<file path="src/rtl/router_pkt_fifo_if.sv">
// rtl/router_pkt_fifo_if.sv - write/read/status bundle for the packet-aware channel FIFO
interface router_pkt_fifo_if #(
   parameter int DATA_W = 8,
   parameter int DEPTH  = 16
);
   logic                   write_enb;
   logic                   lfd_state;
   logic [DATA_W-1:0]      data_in;
   logic                   read_enb;
   logic [DATA_W-1:0]      data_out;
   logic                   data_valid;
   logic                   pkt_active;
   logic                   pkt_done;
   logic                   empty;
   logic                   full;
   logic                   almost_full;
   logic [$clog2(DEPTH):0] count;
   logic                   ovf_err;
   logic                   udf_err;

   modport master (
      output write_enb, lfd_state, data_in, read_enb,
      input  data_out, data_valid, pkt_active, pkt_done,
      input  empty, full, almost_full, count, ovf_err, udf_err
   );

   modport slave (
      input  write_enb, lfd_state, data_in, read_enb,
      output data_out, data_valid, pkt_active, pkt_done,
      output empty, full, almost_full, count, ovf_err, udf_err
   );
endinterface

</file>
<file path="src/rtl/router_pkt_fifo.sv">
// rtl/router_pkt_fifo.sv - parametrised packet-aware router channel FIFO
module router_pkt_fifo #(
   parameter int DATA_W    = 8,
   parameter int DEPTH     = 16,
   parameter int LEN_LSB   = 2,
   parameter int LEN_W     = 6,
   parameter int AF_MARGIN = 2
) (
   input  logic             clk,
   input  logic             resetn,
   input  logic             soft_reset,
   router_pkt_fifo_if.slave bus
);
   localparam int AW = $clog2(DEPTH);
   localparam int CW = AW + 1;
   localparam logic [LEN_W:0] REM_ONE = (LEN_W+1)'(1);

   logic [DATA_W:0]   mem [DEPTH];
   logic [AW-1:0]     wr_ptr;
   logic [AW-1:0]     rd_ptr;
   logic [CW-1:0]     occ;
   logic [LEN_W:0]    rem_cnt;
   logic [DATA_W-1:0] data_out;
   logic              data_valid;
   logic              pkt_done;
   logic              ovf_err;
   logic              udf_err;

   logic              empty;
   logic              full;
   logic              wr_ok;
   logic              rd_ok;
   logic [DATA_W:0]   rd_word;
   logic [LEN_W-1:0]  rd_len;

   assign empty   = (occ == '0);
   assign full    = (occ == CW'(DEPTH));
   assign wr_ok   = bus.write_enb && !full;
   assign rd_ok   = bus.read_enb && !empty;
   assign rd_word = mem[rd_ptr];
   assign rd_len  = rd_word[LEN_LSB+LEN_W-1:LEN_LSB];

   // Storage is never cleared; a flushed channel simply forgets its pointers.
   always_ff @(posedge clk) begin
      if (resetn && !soft_reset && wr_ok)
         mem[wr_ptr] <= {bus.lfd_state, bus.data_in};
   end

   always_ff @(posedge clk) begin
      if (!resetn || soft_reset) begin
         wr_ptr     <= '0;
         rd_ptr     <= '0;
         occ        <= '0;
         rem_cnt    <= '0;
         data_out   <= '0;
         data_valid <= 1'b0;
         pkt_done   <= 1'b0;
         ovf_err    <= 1'b0;
         udf_err    <= 1'b0;
      end else begin
         data_valid <= rd_ok;
         pkt_done   <= 1'b0;
         ovf_err    <= ovf_err | (bus.write_enb & full);
         udf_err    <= udf_err | (bus.read_enb & empty);

         if (wr_ok)
            wr_ptr <= wr_ptr + 1'b1;

         if (rd_ok) begin
            rd_ptr   <= rd_ptr + 1'b1;
            data_out <= rd_word[DATA_W-1:0];
            // A header always reloads, so a truncated packet never reports done.
            if (rd_word[DATA_W]) begin
               rem_cnt <= (LEN_W+1)'(rd_len) + REM_ONE;
            end else if (rem_cnt != '0) begin
               rem_cnt  <= rem_cnt - REM_ONE;
               pkt_done <= (rem_cnt == REM_ONE);
            end
         end

         case ({wr_ok, rd_ok})
            2'b10:   occ <= occ + 1'b1;
            2'b01:   occ <= occ - 1'b1;
            default: occ <= occ;
         endcase
      end
   end

   assign bus.data_out    = data_out;
   assign bus.data_valid  = data_valid;
   assign bus.pkt_active  = (rem_cnt != '0);
   assign bus.pkt_done    = pkt_done;
   assign bus.empty       = empty;
   assign bus.full        = full;
   assign bus.almost_full = (occ >= CW'(DEPTH - AF_MARGIN));
   assign bus.count       = occ;
   assign bus.ovf_err     = ovf_err;
   assign bus.udf_err     = udf_err;
endmodule

</file>
<file path="src/flat_wrapper.sv">
// flat-port wrapper written by rule: the top's interface ports become plain ports
module router_pkt_fifo_flat 
#(
   parameter int DATA_W    = 8,
   parameter int DEPTH     = 16,
   parameter int LEN_LSB   = 2,
   parameter int LEN_W     = 6,
   parameter int AF_MARGIN = 2
)
  (clk, resetn, soft_reset, bus_write_enb, bus_lfd_state, bus_data_in, bus_read_enb, bus_data_out, bus_data_valid, bus_pkt_active, bus_pkt_done, bus_empty, bus_full, bus_almost_full, bus_count, bus_ovf_err, bus_udf_err);
  router_pkt_fifo_if #(.DATA_W(DATA_W), .DEPTH(DEPTH)) bus_i ();
  input  logic clk;
  input  logic resetn;
  input  logic soft_reset;
  input wire logic [$bits(bus_i.write_enb)-1:0] bus_write_enb;
  input wire logic [$bits(bus_i.lfd_state)-1:0] bus_lfd_state;
  input wire logic [$bits(bus_i.data_in)-1:0] bus_data_in;
  input wire logic [$bits(bus_i.read_enb)-1:0] bus_read_enb;
  output wire logic [$bits(bus_i.data_out)-1:0] bus_data_out;
  output wire logic [$bits(bus_i.data_valid)-1:0] bus_data_valid;
  output wire logic [$bits(bus_i.pkt_active)-1:0] bus_pkt_active;
  output wire logic [$bits(bus_i.pkt_done)-1:0] bus_pkt_done;
  output wire logic [$bits(bus_i.empty)-1:0] bus_empty;
  output wire logic [$bits(bus_i.full)-1:0] bus_full;
  output wire logic [$bits(bus_i.almost_full)-1:0] bus_almost_full;
  output wire logic [$bits(bus_i.count)-1:0] bus_count;
  output wire logic [$bits(bus_i.ovf_err)-1:0] bus_ovf_err;
  output wire logic [$bits(bus_i.udf_err)-1:0] bus_udf_err;
  assign bus_i.write_enb = bus_write_enb;
  assign bus_i.lfd_state = bus_lfd_state;
  assign bus_i.data_in = bus_data_in;
  assign bus_i.read_enb = bus_read_enb;
  assign bus_data_out = bus_i.data_out;
  assign bus_data_valid = bus_i.data_valid;
  assign bus_pkt_active = bus_i.pkt_active;
  assign bus_pkt_done = bus_i.pkt_done;
  assign bus_empty = bus_i.empty;
  assign bus_full = bus_i.full;
  assign bus_almost_full = bus_i.almost_full;
  assign bus_count = bus_i.count;
  assign bus_ovf_err = bus_i.ovf_err;
  assign bus_udf_err = bus_i.udf_err;
  router_pkt_fifo #(.DATA_W(DATA_W), .DEPTH(DEPTH), .LEN_LSB(LEN_LSB), .LEN_W(LEN_W), .AF_MARGIN(AF_MARGIN)) u_core (.clk(clk), .resetn(resetn), .soft_reset(soft_reset), .bus(bus_i));
endmodule
</file>
<file path="config.mk">
export PLATFORM = sky130hd
export DESIGN_NAME = router_pkt_fifo_flat
export DESIGN_NICKNAME = d
export VERILOG_FILES = /design/src/rtl/router_pkt_fifo_if.sv /design/src/rtl/router_pkt_fifo.sv /design/src/flat_wrapper.sv
export SDC_FILE = /design/constraint.sdc
export NUM_CORES = 1
export LEC_CHECK = 0
export CAP_MARGIN = 20
export CORE_UTILIZATION = 64
export CTS_CLUSTER_SIZE = 10
export DETAILED_ROUTE_END_ITERATION = 8
export PLACE_DENSITY_LB_ADDON = 0.3
export RECOVER_POWER = 100
export SLEW_MARGIN = 20
export SYNTH_ARGS = -nofsm -noshare
export SYNTH_HDL_FRONTEND = slang
export SYNTH_SLANG_ARGS = --single-unit
</file>
<file path="constraint.sdc">
create_clock -name clk -period 5.4 [get_ports clk]
set_input_delay 0.81 -clock clk [delete_from_list [all_inputs] [get_ports clk]]
set_output_delay 0.81 -clock clk [all_outputs]
set_load 0.05 [all_outputs]
</file>
Signal wires by layer:
Drawn at 3 px/µm. Two of the layers only.
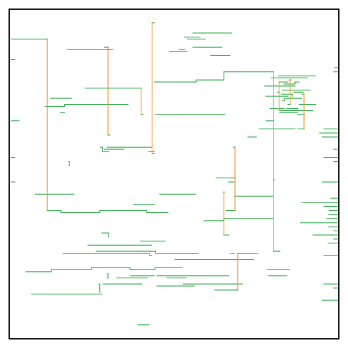
[green] metal 3 | wire length: 923 µm
[orange] metal 4 | wire length: 275 µm
via count: 4,028
WL final: 14.0 mm
Total Routing Usage GR: 26.2%
Avg WL per Cell: 21.7 µm

M1 wires:
Drawn at 3 px/µm. Supply wires on this layer in gray.
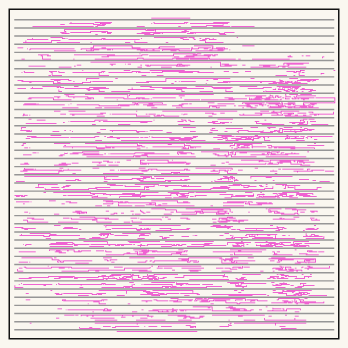
main direction: horizontal
longest straight run: 43.2 µm
wire length on this layer: 5,820 µm
nets with wire on the layer: 471

Zoomed window:
Region (40, 62) to (70, 92) µm. Cells in gray, sequential cells in the stronger gray; small squares are vias.
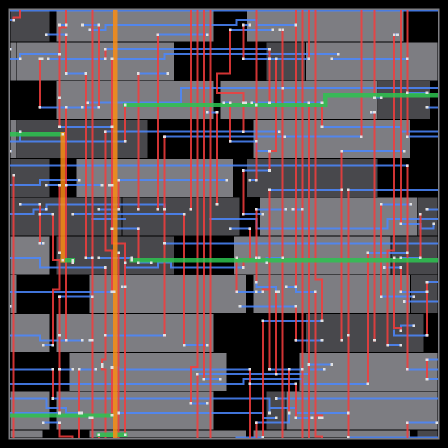
[orange] metal 4
[blue] metal 1
[green] metal 3
[red] metal 2
sequential cells in the window: 17
most frequent: edfxtp_1 (17), mux4_2 (4)
netlist names of flops here include: u_core.mem (17)
cells with their middle in the window: 28

==> changes_impl.md <==
### Metrics

- Status: finished, final reports clean
- Max FO, Critical Path: 20
- Antenna viol nets, final: 0
- Layout Nets: 519
- Slowest cell delay on critical path: 0.65 ns
- Inserted Clock Buffers: 17
- Cell Type Count: 47
- CP max-delay cell: clkbuf_1
- Std-Cell Rows: 38
- Area Overhead vs Synth: 12.2%
- TNS Setup: 0 ns
- Crit path arrival time: 4.63 ns
- First drt pass iteration count: 7
- Maximum vdd drop: 0.312 mV
- Max cap viols: 0
- TritonCTS clock tree: built
- DP HPWL: 8.72 mm
- Simple Share, Synth: 6.94%
- Share of layout cells above drive strength 1: 12.3%
- Hold Slack: 0.459 ns
- Rel. slew slack: 0.483%
- Post-layout min period: 4.30 ns
- Die X: 109 µm
- Setup Viol. Count Final: 0
- Post-synth EDFFs: 144
- H-tree depth: 4
- Setup CP Type: reg2reg
- Pleak: 2.72 nW
- Fp_density: 66.8%
- Area fraction in xor and xnor cells: 1.78%
- RSZ-0062 raised after global routing: false
- Pre-CTS setup slack: 1.56 ns
- Worst path depth: 13
- R2R cell count: 13
- Hold buffer count at CTS: 0
- Mapped Area: 7370 µm²
- Seq share, synth: 68.4%
- Skew final: 0.00692 ns
- Iteration-0 DRC count of the detailed router: 397
- YS chip area: 7370 µm²
- Die area: 12,000 µm²
- Adders+Majority by Area: 1.87%
- Antenna violations before repair: 0
- Pin count of the biggest net entering global routing: 35
- Hold endpoint: u_core.bus.data_out[7]
- Vias in the first global route: 3,994
- First-pass GRT wire length: 21.5 mm
- Core outline area: 11,000 µm²
Routing congestion:
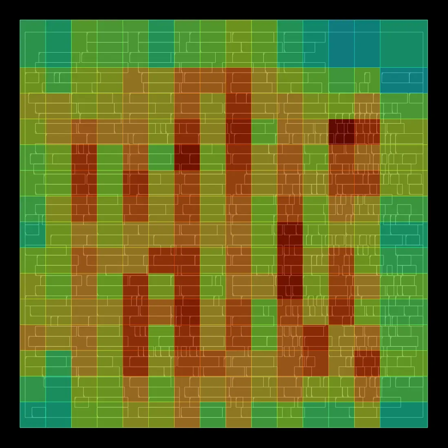
global routing usage on met1: 34.3%
post-layout util: 75.0%
GR peak layer: met2
met3 Resource Use GR: 6.52%

Selected gate families:
Drawn at 4 px/µm.
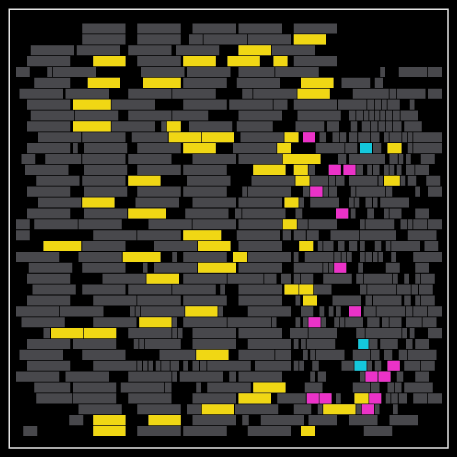
[cyan] AND-OR and OR-AND gates | cells: 3
[magenta] XOR/XNOR gates | cells: 15
[yellow] multiplexers | cells: 54
final non-filler cell total: 646
logic share of the area: 25.7%
Top cell excl fill/tap: edfxtp_1

per-layer routing:
metal | vias to the layer above | share of wire (%) | track usage (%)
met1 | 1972 | 42 | 34.3
met4 | 0 | 2.0 | 10.4
met2 | 184 | 50 | 42.6
met5 | - | 0 | 0
li1 | 1845 | - | -
met3 | 27 | 6.6 | 6.52
tightest hold or removal path, cell delays in order, from the launching register on:
cell     delay (ns)
dfxtp_1        0.31
nand2_1        0.05
a21oi_1        0.05
registers in the layout (all words and copies together), names as in the netlist, named ones only:
| signal | flops |
|---|---|
| u_core.bus.pkt_done | 1 |
| u_core.rem_cnt | 7 |
| u_core.bus.data_valid | 1 |
| u_core.bus.count | 5 |
| u_core.wr_ptr | 4 |
| u_core.rd_ptr | 4 |
| u_core.mem | 144 |
| u_core.bus.data_out | 8 |
| u_core.bus.udf_err | 1 |
| u_core.bus.ovf_err | 1 |
through the flow:
stage                     instances  util [%]  total power [mW]
after floorplan                 458         -              1.63
after global placement          615      70.7              1.67
after detailed placement        615      70.7              1.67
after CTS                       646      75.3              2.73
after global routing            646      75.0              2.79
final                           646      75.0              2.72
cells in the mapped netlist (2+ instances only):
cell | number | area share (%)
xor2_1 | 12 | 1.4
nand2b_1 | 5 | 0.42
mux4_1 | 9 | 3.2
clkbuf_1 | 11 | 0.56
o21ai_1 | 3 | 0.20
and3_1 | 2 | 0.17
edfxtp_1 | 144 | 59
a21oi_1 | 21 | 1.4
buf_2 | 5 | 0.34
mux4_2 | 28 | 8.6
nand4_1 | 4 | 0.34
mux2i_1 | 16 | 2.2
nor3_1 | 9 | 0.61
buf_6 | 3 | 0.46
a22oi_1 | 2 | 0.20
buf_4 | 3 | 0.31
inv_1 | 7 | 0.36
a221oi_1 | 4 | 0.48
nor2b_1 | 2 | 0.17
dfxtp_1 | 36 | 9.8
nor2_1 | 45 | 2.3
a31oi_1 | 4 | 0.34
buf_8 | 2 | 0.41
xnor2_1 | 3 | 0.36
nand2_1 | 32 | 1.6
nand3_1 | 5 | 0.34
ha_1 | 11 | 1.9
o21ai_0 | 8 | 0.54
o22ai_1 | 2 | 0.17
or3_1 | 3 | 0.25
worst max path at each step:
| stage | slack [ns] | startpoint | to |
|---|---|---|---|
| after global routing | 0.76 | register | u_core.rem_cnt[2] |
| after floorplan | 1.88 | u_core.bus.count[1] | u_core.bus.count[4] |
| after CTS | 1.79 | u_core.bus.count[1] | u_core.bus.count[4] |
| final | 1.10 | u_core.bus.count[1] | u_core.bus.count[4] |
| after detailed placement | 1.56 | bus_read_enb | u_core.bus.count[4] |
| after global placement | 1.68 | bus_read_enb | u_core.bus.count[4] |
area by class of cell:
cell class | count | area (µm²) | area share [%]
clock buffers | 19 | 433 | 5.23
well taps | 140 | 175 | 2.12
clock inverters | 12 | 81.3 | 0.983
repair buffers | 42 | 374 | 4.52
multi-input cells | 244 | 2130 | 25.7
inverters | 9 | 38.8 | 0.469
flip-flops and latches | 180 | 5040 | 61.0
power by group:
group / total (mW) / switching (mW) / internal [mW]
Combinational: 0.128 / 0.0825 / 0.0456
Sequential: 1.51 / 0.00798 / 1.50
Clock: 1.08 / 0.491 / 0.586
Total: 2.72 / 0.582 / 2.13
No activity file was given, so power comes from the tool's default toggle rates.
